==> config.mk <==
export PLATFORM = sky130hd
export DESIGN_NAME = router_fifo_param
export DESIGN_NICKNAME = d
export VERILOG_FILES = /design/src/rtl/router_pkg.sv /design/src/rtl/router_fifo_mem.sv /design/src/rtl/router_fifo_param.sv
export SDC_FILE = /design/constraint.sdc
export NUM_CORES = 1
export LEC_CHECK = 0
export CORE_ASPECT_RATIO = 1.4
export CORE_MARGIN = 8
export CORE_UTILIZATION = 30
export CTS_BUF_LIST = sky130_fd_sc_hd__clkbuf_8
export DETAILED_ROUTE_END_ITERATION = 6
export HOLD_SLACK_MARGIN = 0.1
export PLACE_DENSITY = 0.44
export SYNTH_ARGS = -nofsm -noshare
export SYNTH_HDL_FRONTEND = slang
export SYNTH_HIERARCHICAL = 1
export SYNTH_SLANG_ARGS = --single-unit
==> constraint.sdc <==
create_clock -name clk -period 3 [get_ports clk]
set_input_delay 0.6 -clock clk [delete_from_list [all_inputs] [get_ports clk]]
set_output_delay 0.6 -clock clk [all_outputs]
set_load 0.03 [all_outputs]
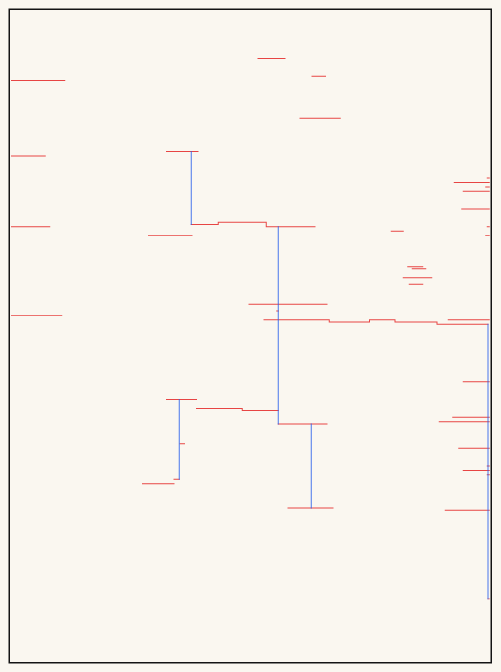
Figure 1: routed metal, one color a layer.
Only two layers are drawn.
layer	color	wire length
metal 3	red	449 um
metal 4	blue	218 um
wire length per cell: 20.13 um
Vias: 3,900
final wirelength: 16.29 mm
GRT Util Overall: 11.34%

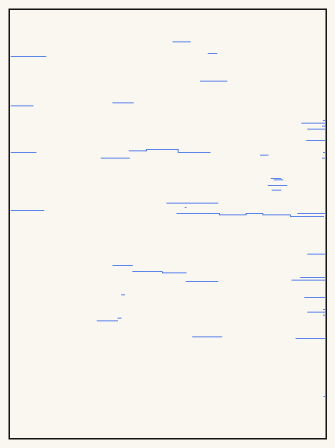
Figure 2: signal wires on met3.
share of all routed wire	2.8%
nets with wire on the layer	31
wire length on this layer	449 um
M3 GR Usage: 2.572%

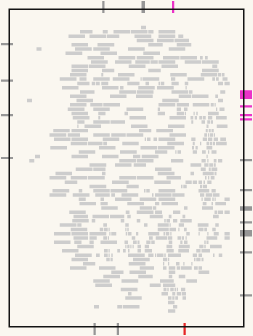
Figure 3: ports around the boundary.
Pins as bars across the die edge, other pins in gray.
port	color	pins	direction	edge
`d_out`	magenta	8	output	7 east, 1 north
`afull`	red	1	output	south
Vert. Die Dim: 200.2 um
Die X: 147.6 um

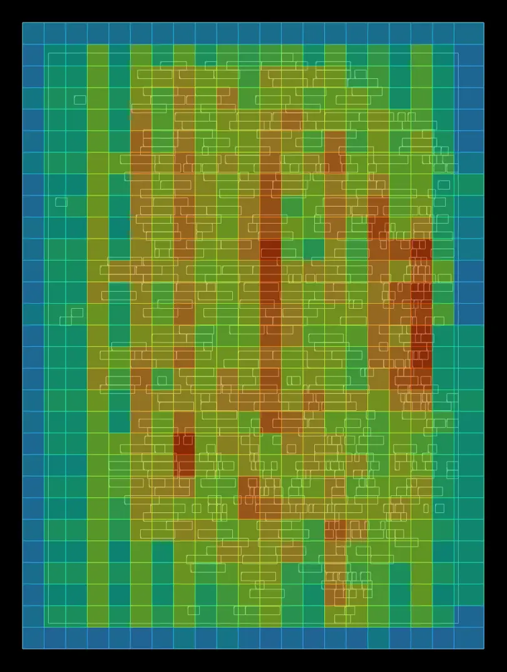
Figure 4: routing congestion map.
final core occ: 35.60%
Most Crowded Layer GR: met2
met1 global-route usage: 12.14%
met2 usage: 21.04%

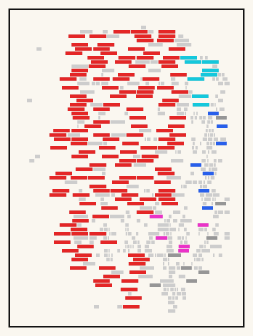
Figure 5: where the registers sit.
Other sequential cells in the stronger gray, the rest of the logic in the fainter gray.
signal	color	placed flops
`u_mem/rd_data`	cyan	8
`rd_ptr`	magenta	5
`u_mem/mem`	red	144
`cnt`	blue	7
sequential power: 0.00261 W
Seq area share: 58.47%

==> out/summary.txt <==
outcome: finished clean
largest net degree at the start of global routing: 27
drt pass-1 iters: 4
total CTS buffers: 17
layout cells sized above 1: 23.05%
yosys stat area: 7268 um2
synth cell count leaders: edfxtp_1 (152), nor2_1 (29), mux4_2 (21), nand2_1 (21), dfxtp_1 (20)
register share after synthesis: 68.31%
post-layout minimum cycle time: 2.863 ns
synth warn: 6
top-count cell post-synth: edfxtp_1
Setup WS pre-CTS: 0.2876 ns
grt ovf: 0
drt initial violations: 225
r2r setup slk: 0.31 ns
crit path DRT: 2.40 ns
crit path DAT: 2.26 ns
Init Core Util: 30.42%
Async S/R FF share, synth: 0%
worst setup margin: 0.1371 ns
Post-synth regs: 172
final setup fails: 0
Avg Cell Area, Syn: 17.35 um2
post-synth cell types: 63
Max Clock Skew: 0.01315 ns
worst hold path class: reg -> reg
worst slew pin tran: 0.6063 ns
initial antenna violation count: 0
Post-Syn Area: 7268 um2
Worst setup EP type: output port
main area contributors: edfxtp_1 (63%), mux4_2 (6.5%), dfxtp_1 (5.5%)
CTS Sinks: 172
leakage: 2.725 nW
Via density: 4.821
Detail Route Antenna Nets: 0
NumNets Final: 511
top cell type by total area after synthesis: edfxtp_1
antenna cells: 0
Synth Flop Type: edfxtp_1
count of library flops with an enable pin: 152
Final HPWL DP: 11.26 mm
core area: 23,890 um2
Clock Tree Buf Depth: 2
crit path kind: reg -> out
DR DRC count: 0
Hold Worst Slack: 0.5082 ns
unrepaired setup endpoints after global routing: no
Top cell area share: 62.80%
part of the cycle the worst path needs: 95.43%
GP Congestion: 0.7747
final hold vios: 0
Fillers: 2,283
Site Rows: 67
CTS root buf: clkbuf_8
# port buffers: 27
I/O pin cnt: 28
number of logged tool warnings: 28
worst skew pair latency: 0.46 ns
Mapped Nets: 444
max cap viols: 0
total negative setup slack: 0 ns
Fmax: 349.3 MHz
Max rail drop VDD: 0.0002495 V
Area growth syn-to-layout: 17.03%
P per Cell Area: 505.9 nW/um2
CTS H-Tree Depth: 4
max reg flops: 144
# Cells Yosys: 419
reg2reg path depth: 9
hold path depth: 2
critical path peak fanout: 3
first-pass GRT wire length: 24.98 mm
critical path startpoint category: flop
Die Area: 29,540 um2
Slew Viols, Final: 0
CTS tree: yes
worst rel slew slack: 59.45%
Cells after Synth: 419
number of global-route vias before repair: 4,090
Clock transition at path regs: 0.09 ns
==> layer usage <==
layer  vias to the layer above  global-route usage (%)  wire length [um]
met4                         0                   4.275               217
met1                      2008                   12.14              6740
met3                        12                   2.572               449
met2                        57                   21.04              8881
li1                       1823                       -                 -
met5                         -                       0                 0
==> final cells by class <==
| cell class | instances | area [um2] | share of cell area [%] |
|---|---|---|---|
| Clock buffer | 17 | 234.0 | 2.751 |
| Clock inverter | 15 | 136.4 | 1.603 |
| Inverter | 12 | 47.55 | 0.5590 |
| Multi-Input combinational cell | 219 | 2150 | 25.27 |
| Sequential cell | 172 | 4974 | 58.47 |
| Tap cell | 310 | 387.9 | 4.560 |
| Timing Repair Buffer | 64 | 576.8 | 6.781 |
==> repair_timing <==
action                                  in CTS  in global routing
hold buffers                                 0                  0
gates resized                                7                  7
pin swaps                                    0                  3
cloned                                       0                  0
endpoints found under the setup margin       2                  1
setup buffers                                0                  3
==> worst max-delay path, cell delays in order (launching register included) <==
cell      delay, ns
dfxtp_4        0.38
buf_12         0.11
ha_4           0.11
inv_1          0.05
fa_2           0.37
nand2b_4       0.16
o22a_1         0.16
o311ai_1       0.26
buf_4          0.21
==> cells in the final DEF (no fill, tap or decap), types with 6 or more instances in the layout <==
master,n
mux4_2,21
nand3_1,7
mux4_1,15
inv_1,10
o21ai_0,9
nand2_1,21
a22oi_1,19
inv_6,6
ha_1,9
dfxtp_1,17
clkdlybuf4s50_1,23
edfxtp_1,152
nor2_1,29
clkbuf_8,17
nor3_1,7
buf_4,37
xnor2_1,6
and2_1,10
==> where the power goes <==
part	internal [W]	switching, W
clock	0.000670	0.000884
sequential	0.00260	0.00000350
combinational	0.0000530	0.0000876
total	0.00333	0.000975
==> kinds of logic after synthesis <==
family                     synth area share, %
adders and majority gates                1.997
and+or+nand+nor                          7.523
buffers and inverters                    2.617
DFF                                      68.31
muxes                                    12.34
AOI/OAI and AO/OA                        6.025
xor gates and xnor gates                 1.188
==> through the flow <==
stage	instance area, um2	power, W	std cells
global placement	8064	0.002802	774
detailed placement	8064	0.002804	774
floorplan	7273	0.002726	419
finish	8506	0.004303	809
CTS	8452	0.004357	806
global route	8506	0.004451	809
Power is estimated from default activity; no workload was simulated.
